Metal 3:
Drawn at 1 px/um.
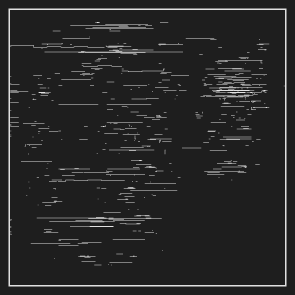
Selected gate families:
Drawn at 1.5 px/um.
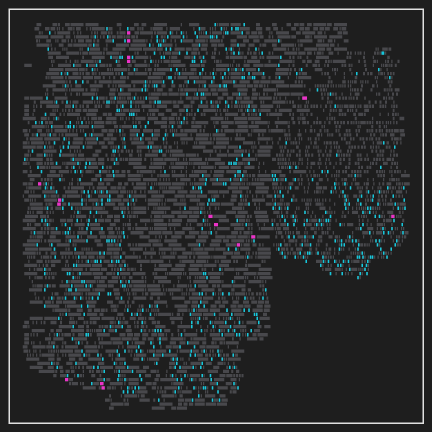
Routing congestion:
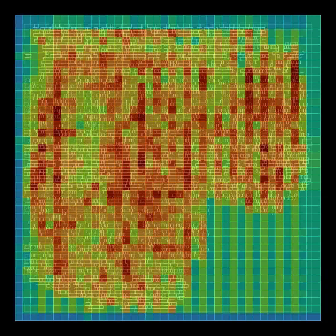
Cells by drive strength:
Drawn at 1.5 px/um.
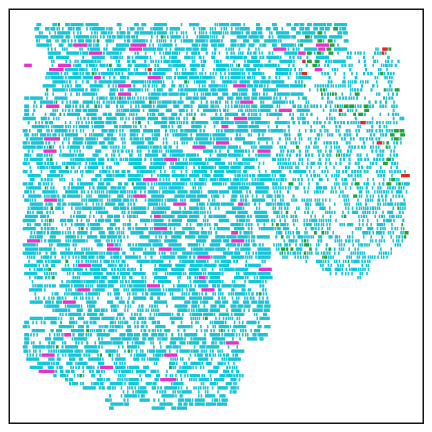
==> src/rtl/conv_window_mac_pkg.sv <==
// rtl/conv_window_mac_pkg.sv - shared constants and width helper for conv_window_mac
package conv_window_mac_pkg;

    localparam int K_DEF  = 3;
    localparam int IW_DEF = 8;
    localparam int WW_DEF = 4;
    localparam int CH_DEF = 1;
    localparam int OW_DEF = 16;

    // Registered stages from an accepted column to o_valid
    localparam int PIPE_DEPTH = 3;

    // Lossless accumulator width: one product plus growth for K*K*CH terms
    function automatic int accw_f(input int iw, input int ww, input int k, input int ch);
        return iw + ww + 1 + $clog2(k * k * ch);
    endfunction

endpackage

==> src/rtl/conv_window_mac_requant.sv <==
// rtl/conv_window_mac_requant.sv - round, shift, saturate (optional ReLU via CONV_WINDOW_MAC_RELU_EN) output stage
module conv_window_mac_requant
    import conv_window_mac_pkg::*;
#(
    parameter int ACCW = 17,
    parameter int OW   = OW_DEF
) (
    input  logic                   clk,
    input  logic                   rstn,
    input  logic                   adv_i,
    input  logic                   valid_i,
    input  logic signed [ACCW-1:0] acc_i,
    input  logic [4:0]             shift_i,
    output logic                   valid_o,
    output logic [OW-1:0]          conv_o,
    output logic                   sat_o
);

    // Headroom so the rounding constant for any 5-bit shift never wraps
    localparam int EW = ACCW + 34;
    localparam logic signed [EW-1:0] MAXV = {{(EW-OW+1){1'b0}}, {(OW-1){1'b1}}};
    localparam logic signed [EW-1:0] MINV = ~MAXV;

    logic signed [EW-1:0] ext;
    logic signed [EW-1:0] rnd;
    logic signed [EW-1:0] shr;
    logic [OW-1:0]        res_d;
    logic                 sat_d;
    logic                 valid_q;
    logic [OW-1:0]        conv_q;
    logic                 sat_q;

    // Round half up, arithmetic shift, clip to the output range
    always_comb begin
        ext   = EW'(acc_i);
        rnd   = '0;
        if (shift_i != 5'd0) begin
            rnd = EW'(1) << (shift_i - 5'd1);
        end
        shr   = (ext + rnd) >>> shift_i;
        sat_d = 1'b0;
        res_d = shr[OW-1:0];
        if (shr > MAXV) begin
            res_d = MAXV[OW-1:0];
            sat_d = 1'b1;
        end else if (shr < MINV) begin
            res_d = MINV[OW-1:0];
            sat_d = 1'b1;
        end
`ifdef CONV_WINDOW_MAC_RELU_EN
        if (res_d[OW-1]) begin
            res_d = '0;
            sat_d = 1'b0;
        end
`endif
    end

    // Output register: one-cycle valid, data held between windows and while frozen
    always_ff @(posedge clk or negedge rstn) begin
        if (!rstn) begin
            valid_q <= 1'b0;
            conv_q  <= '0;
            sat_q   <= 1'b0;
        end else if (adv_i) begin
            valid_q <= valid_i;
            if (valid_i) begin
                conv_q <= res_d;
                sat_q  <= sat_d;
            end
        end
    end

    assign valid_o = valid_q;
    assign conv_o  = conv_q;
    assign sat_o   = sat_q;

endmodule

==> src/rtl/conv_window_mac.sv <==
// rtl/conv_window_mac.sv - sliding KxK multi-channel window MAC with requantised output; CONV_WINDOW_MAC_RELU_EN enables ReLU
module conv_window_mac
    import conv_window_mac_pkg::*;
#(
    parameter int K  = K_DEF,
    parameter int IW = IW_DEF,
    parameter int WW = WW_DEF,
    parameter int CH = CH_DEF,
    parameter int OW = OW_DEF
) (
    input  logic                 clk,
    input  logic                 rstn,
    input  logic                 i_valid,
    input  logic                 i_sol,
    input  logic                 i_inhibit,
    input  logic [CH*K*IW-1:0]   i_col_im,
    input  logic [CH*K*WW-1:0]   i_col_ker,
    input  logic [IW-1:0]        i_zero,
    input  logic [4:0]           i_shift,
    output logic                 o_valid,
    output logic [OW-1:0]        o_conv,
    output logic                 o_sat
);

    localparam int ACCW = accw_f(IW, WW, K, CH);
    localparam int PW   = IW + WW + 1;
    localparam int NT   = CH * K * K;
    localparam int FW   = $clog2(K + 1);

    logic adv;
    logic accept;
    assign adv    = !i_inhibit;
    assign accept = i_valid && adv;

    // Window storage indexed (ch*K + row)*K + age, age 0 = newest column
    logic [IW-1:0]          win_im_q  [NT];
    logic [WW-1:0]          win_ker_q [NT];
    logic [FW-1:0]          fill_q, fill_d;
    logic                   v1_q, v2_q, v3_q;
    logic [IW-1:0]          zero1_q;
    logic [4:0]             sh1_q, sh2_q, sh3_q;
    logic signed [PW-1:0]   prod_d [NT];
    logic signed [PW-1:0]   prod_q [NT];
    logic signed [ACCW-1:0] acc_d, acc_q;

    // Fill count: start of line restarts at one, otherwise saturate at K
    always_comb begin
        fill_d = fill_q;
        if (accept) begin
            if (i_sol) begin
                fill_d = FW'(1);
            end else if (fill_q != FW'(K)) begin
                fill_d = fill_q + FW'(1);
            end
        end
    end

    // Shift accepted column into the window and launch when the window is full
    always_ff @(posedge clk or negedge rstn) begin
        if (!rstn) begin
            for (int i = 0; i < NT; i++) begin
                win_im_q[i]  <= '0;
                win_ker_q[i] <= '0;
            end
            fill_q  <= '0;
            v1_q    <= 1'b0;
            zero1_q <= '0;
            sh1_q   <= '0;
        end else if (adv) begin
            fill_q <= fill_d;
            v1_q   <= accept && (fill_d == FW'(K));
            if (accept) begin
                zero1_q <= i_zero;
                sh1_q   <= i_shift;
                for (int c = 0; c < CH; c++) begin
                    for (int r = 0; r < K; r++) begin
                        for (int j = 0; j < K; j++) begin
                            if (j == 0) begin
                                win_im_q[(c*K+r)*K]  <= i_col_im[(c*K+r)*IW +: IW];
                                win_ker_q[(c*K+r)*K] <= i_col_ker[(c*K+r)*WW +: WW];
                            end else begin
                                win_im_q[(c*K+r)*K+j]  <= win_im_q[(c*K+r)*K+j-1];
                                win_ker_q[(c*K+r)*K+j] <= win_ker_q[(c*K+r)*K+j-1];
                            end
                        end
                    end
                end
            end
        end
    end

    // Zero-point-corrected signed products for every window term
    always_comb begin
        logic signed [IW:0] diff;
        diff = '0;
        for (int i = 0; i < NT; i++) begin
            diff      = $signed({1'b0, win_im_q[i]}) - $signed({1'b0, zero1_q});
            prod_d[i] = PW'(diff) * PW'($signed(win_ker_q[i]));
        end
    end

    // Adder tree over the registered products
    always_comb begin
        acc_d = '0;
        for (int i = 0; i < NT; i++) begin
            acc_d = acc_d + ACCW'(prod_q[i]);
        end
    end

    // Product and sum pipeline registers, frozen with the rest of the block
    always_ff @(posedge clk or negedge rstn) begin
        if (!rstn) begin
            for (int i = 0; i < NT; i++) begin
                prod_q[i] <= '0;
            end
            v2_q  <= 1'b0;
            v3_q  <= 1'b0;
            sh2_q <= '0;
            sh3_q <= '0;
            acc_q <= '0;
        end else if (adv) begin
            prod_q <= prod_d;
            v2_q   <= v1_q;
            sh2_q  <= sh1_q;
            v3_q   <= v2_q;
            sh3_q  <= sh2_q;
            acc_q  <= acc_d;
        end
    end

    conv_window_mac_requant #(
        .ACCW (ACCW),
        .OW   (OW)
    ) u_requant (
        .clk     (clk),
        .rstn    (rstn),
        .adv_i   (adv),
        .valid_i (v3_q),
        .acc_i   (acc_q),
        .shift_i (sh3_q),
        .valid_o (o_valid),
        .conv_o  (o_conv),
        .sat_o   (o_sat)
    );

endmodule

==> config.mk <==
export PLATFORM = sky130hd
export DESIGN_NAME = conv_window_mac
export DESIGN_NICKNAME = d
export VERILOG_FILES = /design/src/rtl/conv_window_mac_pkg.sv /design/src/rtl/conv_window_mac_requant.sv /design/src/rtl/conv_window_mac.sv
export SDC_FILE = /design/constraint.sdc
export NUM_CORES = 2
export LEC_CHECK = 0
export ABC_AREA = 1
export CAP_MARGIN = 20
export CORE_MARGIN = 8
export CORE_UTILIZATION = 47
export CTS_BUF_LIST = sky130_fd_sc_hd__clkbuf_8 sky130_fd_sc_hd__clkbuf_16
export DETAILED_ROUTE_END_ITERATION = 8
export GPL_TIMING_DRIVEN = 0
export PLACE_DENSITY = 0.69
export SETUP_SLACK_MARGIN = 0.02
export SLEW_MARGIN = 25
export SYNTH_ARGS = -nofsm -noshare
export SYNTH_HDL_FRONTEND = slang
export SYNTH_SLANG_ARGS = --single-unit
==> constraint.sdc <==
create_clock -name clk -period 6.6 [get_ports clk]
set_input_delay 0.99 -clock clk [delete_from_list [all_inputs] [get_ports clk]]
set_output_delay 0.99 -clock clk [all_outputs]
set_load 0.02 [all_outputs]
==> results.sh <==
# implementation run metrics
export IMPL_layout_nets=4962
export IMPL_cp_num_buf_inv=7
export IMPL_tool_warnings=27
export IMPL_cp_start_kind="flip-flop"
export IMPL_max_slew_worst_pin_slew_ns=1.07
export IMPL_aoi_share_pct=8.53
export IMPL_dr_first_iter_drc_count=2157
export IMPL_rsz0062_at_grt="false"
export IMPL_clock_skew_ns=0.0169
export IMPL_gp_congestion=0.950
export IMPL_slew_violations=0
export IMPL_tns_ns=0
export IMPL_grt_max_degree=88
export IMPL_placed_area_um2=33400
export IMPL_design_area_um2=34600
export IMPL_hpwlAfterDp_mm=75.0
export IMPL_fillCellCount=6537
export IMPL_path_common_cell="inv_1"
export IMPL_io_buffers=70
export IMPL_cts_root_buffer="clkbuf_16"
export IMPL_ys_sh_simple_pct=24.9
export IMPL_inverters=709
export IMPL_slew_headroom_pct=28.4
export IMPL_ys_ff=288
export IMPL_fa_ha_area_share_pct=30.2
export IMPL_post_route_period_util_pct=90.5
export IMPL_required_ns=7.01
export IMPL_logic_area_um2=21100
export IMPL_outcome="finished clean"
export IMPL_cap_violations=0
export IMPL_cts_sinks=288
export IMPL_largest_register="prod_q"
export IMPL_area_growth_pct=9.83
export IMPL_bufAreaShareNonClock_pct=3.89
export IMPL_hp_class="in -> async"
export IMPL_ys_types=49
export IMPL_synth_xor_area_share_pct=3.31
export IMPL_ys_cells=4203
export IMPL_io_pins=72
export IMPL_die_h_um=275
export IMPL_insertion_delay_ns=0.54
export IMPL_ys_warnings_count=0
export IMPL_most_common_cell="nand2_1"
export IMPL_top_cells_by_count="nand2_1, inv_1, nor2_1"
## Picture notes: 'metal 3'
longest straight run: 97.8 um
nets with wire on the layer: 316
via count: 27300
Routed WL: 91.5 mm
met3 Resource Use GR: 2.95%

## Picture notes: 'selected gate families'
legend:
  non-inverting ao/oa cells:
    color: magenta
    cells: 16
  inv cells:
    color: cyan
    cells: 709
    where: widely spread
Post-Layout Cell Count: 5209
logic share of the area: 61.0%

## Picture notes: 'routing congestion'
GR Util met1: 31.8%
wire length per cell: 17.6 um
GRT busiest layer: met2

## Picture notes: 'cells by drive strength'
legend:
  x6 and larger:
    color: magenta
    cells: 56
    share: 1.3%
    most_used: clkbuf_16
  x2:
    color: green
    cells: 111
    share: 2.6%
    most_used: or2_2
  x1 and smaller:
    color: cyan
    cells: 4160
    share: 96%
    most_used: nand2_1
  x3 and x4:
    color: red
    cells: 9
    share: 0.21%
    most_used: nand2_4

## worst paths after layout
check                                to    startpoint  slack, ns  cells past startpoint
max                          prod_q[63]    zero1_q[0]       0.63                     26
min                        win_im_q[22]          rstn       0.39                      1
max reg2reg                  prod_q[63]    zero1_q[0]       0.63                     26
min reg2reg                win_im_q[53]  win_im_q[53]       0.48                      2
max in group asynchronous    prod_q[32]          rstn       5.36                      2
min in group clk           win_im_q[53]  win_im_q[53]       0.48                      2
## per-stage QoR
step,worst slack [ns],cells
after detailed placement,0.611,5150
after floorplan,1.60,4203
after global placement,-8.25,5146
after CTS,0.581,5209
after global routing,0.180,5209
final,0.628,5209
## layer usage
layer	vias to the layer above	track usage, %	wire length (um)
li1	13400	-	-
met1	13000	31.8	39800
met2	772	41.7	42900
met3	202	2.95	4440
met4	0	9.95	4290
met5	-	0	0
